**src/rtl/uart_rx_mon.sv**
```systemverilog
// Tester-side 8N1 UART receiver that monitors the DUT's uart_tx pin and
// queues received bytes in a small first-word-fall-through FIFO.
module uart_rx_mon #(
    parameter int CLKS_PER_BIT = 32,
    parameter int FIFO_DEPTH   = 4
) (
    input  logic       s_clk,
    input  logic       rst_n,
    input  logic       uart_tx,
    output logic [7:0] rx_data,
    output logic       rx_valid,
    input  logic       rx_ready,
    input  logic       clr_err,
    output logic       frame_err,
    output logic       overflow,
    output logic       busy
);

    localparam int CW = $clog2(CLKS_PER_BIT);
    localparam int AW = $clog2(FIFO_DEPTH);
    localparam logic [CW-1:0] HALF_BIT = CW'(CLKS_PER_BIT / 2 - 1);
    localparam logic [CW-1:0] FULL_BIT = CW'(CLKS_PER_BIT - 1);

    typedef enum logic [2:0] {
        IDLE,
        START,
        DATA,
        STOP,
        WAIT_IDLE
    } state_t;

    state_t        state;
    logic [CW-1:0] cnt;
    logic [2:0]    bit_idx;
    logic [7:0]    shift_reg;

    logic sync1, rxs, rxs_prev;

    logic [7:0]  mem [FIFO_DEPTH];
    logic [AW:0] wr_ptr, rd_ptr;
    logic        full, pop, push, frame_set, do_push, ovf_set, stop_hit;

    // Synchronizer and edge-detect flops reset to the idle-line level so a
    // line held low across reset release cannot fake a start edge.
    always_ff @(posedge s_clk or negedge rst_n) begin
        if (!rst_n) begin
            sync1    <= 1'b1;
            rxs      <= 1'b1;
            rxs_prev <= 1'b1;
        end else begin
            // NOTE: sequential state uses non-blocking assignments so every
            // flop samples the pre-edge value of its neighbour.
            sync1    <= uart_tx;
            rxs      <= sync1;
            rxs_prev <= rxs;
        end
    end

    always_ff @(posedge s_clk or negedge rst_n) begin
        if (!rst_n) begin
            state     <= IDLE;
            cnt       <= '0;
            bit_idx   <= '0;
            shift_reg <= '0;
            busy      <= 1'b0;
        end else begin
            case (state)
                IDLE: begin
                    if (rxs_prev && !rxs) begin
                        cnt   <= HALF_BIT;
                        state <= START;
                        busy  <= 1'b1;
                    end
                end
                START: begin
                    if (cnt != '0) begin
                        cnt <= cnt - 1'b1;
                    end else if (rxs) begin
                        state <= IDLE;
                        busy  <= 1'b0;
                    end else begin
                        cnt     <= FULL_BIT;
                        bit_idx <= '0;
                        state   <= DATA;
                    end
                end
                DATA: begin
                    if (cnt != '0) begin
                        cnt <= cnt - 1'b1;
                    end else begin
                        shift_reg <= {rxs, shift_reg[7:1]};
                        cnt       <= FULL_BIT;
                        bit_idx   <= bit_idx + 3'd1;
                        if (bit_idx == 3'd7)
                            state <= STOP;
                    end
                end
                STOP: begin
                    if (cnt != '0) begin
                        cnt <= cnt - 1'b1;
                    end else if (rxs) begin
                        state <= IDLE;
                        busy  <= 1'b0;
                    end else begin
                        state <= WAIT_IDLE;
                    end
                end
                WAIT_IDLE: begin
                    if (rxs) begin
                        state <= IDLE;
                        busy  <= 1'b0;
                    end
                end
                default: begin
                    state <= IDLE;
                    busy  <= 1'b0;
                end
            endcase
        end
    end

    // The FIFO is written on the stop-sample edge itself, so the byte is
    // visible the following cycle.
    assign stop_hit  = (state == STOP) && (cnt == '0);
    assign push      = stop_hit && rxs;
    assign frame_set = stop_hit && !rxs;

    assign rx_valid = (wr_ptr != rd_ptr);
    assign full     = (wr_ptr[AW] != rd_ptr[AW]) && (wr_ptr[AW-1:0] == rd_ptr[AW-1:0]);
    assign pop      = rx_valid && rx_ready;
    assign do_push  = push && (!full || pop);
    assign ovf_set  = push && full && !pop;

    always_ff @(posedge s_clk or negedge rst_n) begin
        if (!rst_n) begin
            wr_ptr <= '0;
            rd_ptr <= '0;
        end else begin
            if (do_push)
                wr_ptr <= wr_ptr + 1'b1;
            if (pop)
                rd_ptr <= rd_ptr + 1'b1;
        end
    end

    // NOTE: storage is deliberately not reset; an empty FIFO presents 0x00
    // through the output gate below, so stale entries are never observable.
    always_ff @(posedge s_clk) begin
        if (do_push)
            mem[wr_ptr[AW-1:0]] <= shift_reg;
    end

    assign rx_data = rx_valid ? mem[rd_ptr[AW-1:0]] : 8'h00;

    // Sticky flags: a set in the same cycle as clr_err wins.
    always_ff @(posedge s_clk or negedge rst_n) begin
        if (!rst_n) begin
            frame_err <= 1'b0;
            overflow  <= 1'b0;
        end else begin
            if (frame_set)
                frame_err <= 1'b1;
            else if (clr_err)
                frame_err <= 1'b0;
            if (ovf_set)
                overflow <= 1'b1;
            else if (clr_err)
                overflow <= 1'b0;
        end
    end

endmodule

```
**config.mk**
```make
export PLATFORM = sky130hd
export DESIGN_NAME = uart_rx_mon
export DESIGN_NICKNAME = d
export VERILOG_FILES = /design/src/rtl/uart_rx_mon.sv
export SDC_FILE = /design/constraint.sdc
export NUM_CORES = 1
export LEC_CHECK = 0
export CAP_MARGIN = 5
export CORE_ASPECT_RATIO = 1.5
export CORE_MARGIN = 2
export CORE_UTILIZATION = 63
export DETAILED_ROUTE_END_ITERATION = 10
export PLACE_DENSITY = 0.87
export SYNTH_ARGS = -nofsm -noshare
export SYNTH_HDL_FRONTEND = slang
export SYNTH_SLANG_ARGS = --single-unit
```
**constraint.sdc**
```tcl
create_clock -name s_clk -period 5.65 [get_ports s_clk]
set_input_delay 0.565 -clock s_clk [delete_from_list [all_inputs] [get_ports s_clk]]
set_output_delay 0.565 -clock s_clk [all_outputs]
set_load 0.01 [all_outputs]
```
==> flow_summary.json <==
{
  "p_sw_share_pct": 29.36,
  "synth_area_per_cell_um2": 15.01,
  "grt-ovfl-total": 0,
  "viasPerCell": 6.075,
  "yosys_cells": 184,
  "end_kind": "output pin",
  "grt_pass1_vias": 1674,
  "hp-class": "reg2reg",
  "synthCells": 184,
  "tightest_slew_ps": 613.5,
  "ios": 17,
  "setup_tns_ps": 0,
  "share_seq_of_total_power_pct": 47.0,
  "fp.dieH_um": 85.09,
  "crit_required_ps": 5090,
  "hp-start": "sync1",
  "postCtsSetupBuffers": 0,
  "grt_max_degree": 32,
  "internal_power_w": 0.0009158,
  "critPathMaxFanout": 11,
  "dpl.hpwl_um": 3420,
  "rr_endpoint": "mem[3][1]",
  "comb_power_share_pct": 26.8,
  "cts_buffers": 9,
  "routed_wl_um": 4802,
  "num_antenna_cells": 0,
  "ys_chip_area_mm2": 0.002761,
  "finalHoldViolations": 0,
  "maxCapViolCount": 0,
  "chipArea_mm2": 0.004940,
  "ys.flops": 63,
  "setup_violations": 0,
  "syn_area_mm2": 0.002761,
  "wl_per_cell_um": 18.83,
  "fin_crit_ps": 2858,
  "r2r.worst_path.cells": 5,
  "path_delay_family": "flip-flops",
  "start_kind": "flip-flop",
  "cp_slowest_cell": "dfrtp_1",
  "place_congestion": 0.8218,
  "ys_seq_share_pct": 63.03,
  "clk_latency_ps": 340,
  "clock_skew_ps": 6.088,
  "ys_warn_count": 0,
  "synthArstFlopShare_pct": 49.21,
  "ant_nets": 0,
  "path_buffers": 1,
  "relSlewSlack_pct": 59.10,
  "fmax_ghz": 0.3499,
  "io_buffers": 16,
  "cts_hold_buf": 0,
  "clkPwrFrac_pct": 26.2,
  "drt_drc_violations_left": 0,
  "maxSlewViolCount": 0,
  "outcome": "completed",
  "chipWidth_um": 58.06,
  "track_usage_pct": 22.61,
  "clock_path_buffers": 2,
  "ctsResizeCount": 0,
  "cts_tree": "yes",
  "ir_worst_vdd_mv": 0.3297,
  "clock-sinks": 63,
  "synth-edff-count": 32,
  "htreeDepth": 3,
  "ys_types": 44,
  "ys.flop_type": "edfxtp_1",
  "drtPass1Iterations": 5,
  "largest_register_ffs": 32,
  "critical_path_class": "reg2out",
  "p_leak_nw": 1.286,
  "drive_above_1_share_pct": 20.57,
  "layout_worst_path_cycle_share_pct": 50.59,
  "root_buffer": "clkbuf_8",
  "rsz0062_at_grt": "false",
  "grt_pass1_wl_um": 7879,
  "rrSetupSlack_ps": 3200,
  "initCoreUtil_pct": 65.61,
  "switchingPower_w": 0.0003806,
  "path_cells": "mux4_2 > and2_1 > clkdlybuf4s50_1",
  "crit_path_max_incr_delay_ps": 730,
  "hold_slack_ps": 355.1,
  "holdPathStages": 0,
  "clk_pin_slew_ps": 60,
  "r2r-start": "cnt[0]",
  "nNetsFinal": 217,
  "antenna_found_initial": 0,
  "cp.arrival_ps": 2290,
  "powerDensity_mw_per_mm2": 415.1,
  "vias": 1549,
  "synthesis.nets": 197,
  "warnings": 29,
  "holdPathEnd": "rxs",
  "drt-initial-drc-count": 59
}
[through the flow]
step,instances,area (um^2),power [W],setup slack (ps)
global route,255,3123,0.001370,2574
global placement,239,2952,0.0009456,3152
floorplan,184,2761,0.0008456,3516
detailed placement,239,2952,0.0009677,3090
finish,255,3123,0.001296,2792
CTS,255,3123,0.001309,2720
[cells in the mapped netlist (2+ instances only)]
cell type,count,share of area [%]
clkbuf_1,4,0.54
inv_1,8,1.1
ha_1,8,3.6
nor4b_1,2,0.63
buf_2,3,0.54
o22ai_1,2,0.45
and3_1,4,0.91
a21oi_1,4,0.72
dfstp_2,3,2.9
xnor2_1,5,1.6
edfxtp_1,32,35
o2111ai_1,2,0.63
nand3b_1,2,0.54
mux2_2,10,4.1
nor2_1,6,0.82
and2_1,8,1.8
nor2b_1,2,0.45
o21ai_0,3,0.54
o21a_1,3,0.82
mux4_2,8,6.5
o31ai_1,2,0.54
xor2_1,3,0.95
a32o_1,2,0.72
dfrtp_1,28,25
nand3_1,5,0.91
nand2_1,7,0.95
[layer usage]
metal | vias to the layer above | part of all wire, % | GRT usage (%)
met5 | - | 0 | 0
met4 | 0 | 2.6 | 11.84
met3 | 13 | 3.7 | 7.012
met2 | 39 | 57 | 39.05
met1 | 770 | 37 | 24.21
li1 | 727 | - | -
[cells in the final DEF, fill, tap and decap left out, types with 5 or more instances in the layout]
master | netlist | layout
nor2_1 | 6 | 6
nand2_1 | 7 | 7
clkdlybuf4s50_1 | 0 | 16
edfxtp_1 | 32 | 32
xnor2_1 | 5 | 5
ha_1 | 8 | 8
mux4_2 | 8 | 8
dfrtp_1 | 28 | 28
inv_1 | 8 | 8
mux2_2 | 10 | 10
clkbuf_8 | 0 | 11
nand3_1 | 5 | 5
and2_1 | 8 | 8
[area by class of cell]
| cell class | count | area [um^2] |
|---|---|---|
| repair buffers | 17 | 167.7 |
| inverters | 8 | 30.03 |
| well taps | 46 | 57.56 |
| clock buffers | 15 | 166.4 |
| fillers | 267 | 1086 |
| clock inverters | 1 | 5.005 |
| multi-input cells | 105 | 955.9 |
| flip-flops and latches | 63 | 1740 |
[power by group through the flow]
| stage | Sequential (W) | Clock [W] | Combinational (W) |
|---|---|---|---|
| after floorplan | 0.000560 | 0 | 0.000286 |
| after global placement | 0.000610 | 0 | 0.000335 |
| after detailed placement | 0.000617 | 0 | 0.000351 |
| after CTS | 0.000609 | 0.000347 | 0.000353 |
| after global routing | 0.000619 | 0.000368 | 0.000383 |
| final | 0.000609 | 0.000340 | 0.000348 |
[logic make-up after synthesis]
logic type                 count (synthesis)  share of synthesized area [%]
AOI/OAI and AO/OA                         24                          6.933
xor gates and xnor gates                   8                          2.537
adders and majority gates                  8                          3.625
buffers and inverters                     16                          2.356
DFF                                       63                          63.03
muxes                                     18                          10.60
and+or+nand+nor                           47                          10.92
[worst max-delay path by stage]
stage / startpoint / endpoint / cells past startpoint
after detailed placement: rd_ptr[0] / rx_data[2] / 4
final: rd_ptr[0] / rx_data[7] / 3
after global routing: rd_ptr[0] / rx_data[2] / 4
after global placement: rd_ptr[0] / rx_data[2] / 3
after CTS: rd_ptr[0] / rx_data[3] / 4
after floorplan: cnt[0] / mem[3][0] / 5
Figure 1. Placement by cell class.
Scale: 4 px per um. Fill, decap, tap and diode cells in grey.
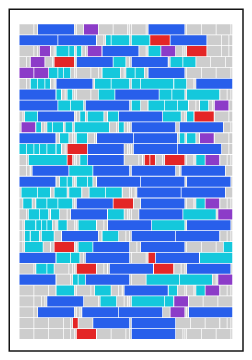
| class | colour | cells | share of their area |
|---|---|---|---|
| combinational and other logic | cyan | 113 | 32% |
| other buffers and delay cells | purple | 17 | 5.5% |
| flops | blue | 63 | 57% |
| clock drivers and dummy loads | red | 16 | 5.6% |
Final Util: 74.20%
CORE AREA: 0.004209 mm^2
sequential share of cell area: 55.73%
num rows: 29

Figure 2. Routing congestion.
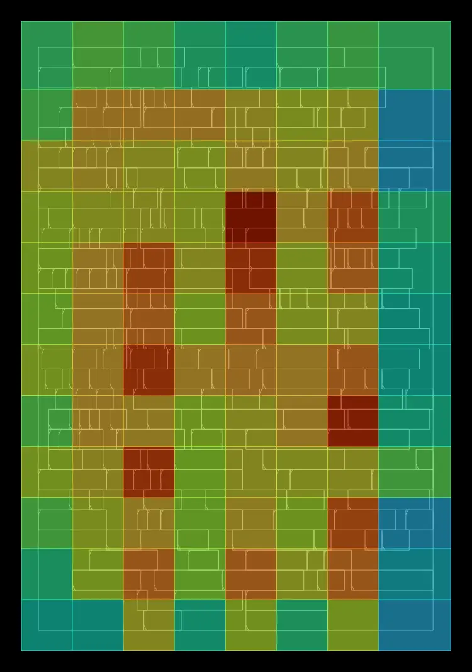
GRT busiest layer: met2
GR met3 Demand/Resource: 7.012%
met1 GRT Util: 24.21%
GR Util met2: 39.05%

Figure 3. Selected gate families.
Scale: 4 px per um.
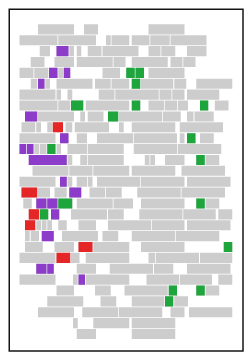
| family | colour | cells |
|---|---|---|
| inverting AOI/OAI gates | purple | 18 |
| AND and OR gates | green | 17 |
| AND-OR and OR-AND gates | red | 6 |

Figure 4. Cell sizes after repair.
Scale: 4 px per um.
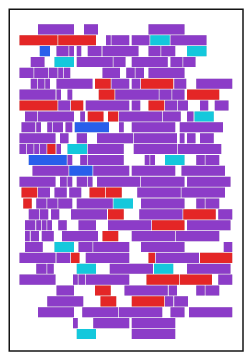
| size | colour | cells |
|---|---|---|
| _3 and _4 cells | blue | 4 |
| _0 and _1 cells | purple | 166 |
| _2 cells | red | 28 |
| _6 and larger | cyan | 11 |
fin area: 0.003123 mm^2
Setup WS post-layout: 2792 ps
Area growth syn-to-layout: 13.09%
nonclk buf count: 17

Figure 5. The metal 3 layer.
Scale: 6 px per um.
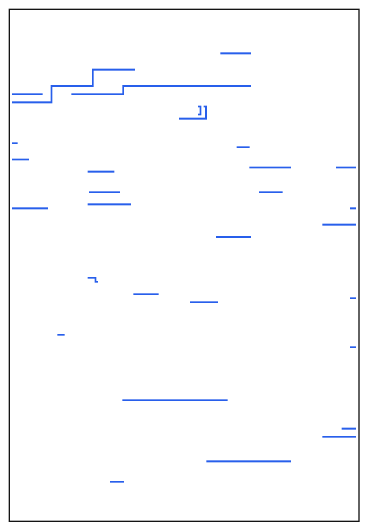
wire length on this layer: 179 um
main direction: horizontal
share of all routed wire: 3.7%
longest straight run: 21.2 um
nets with wire on the layer: 22

Power figures rest on the tool's default switching activity, not on a simulated workload.
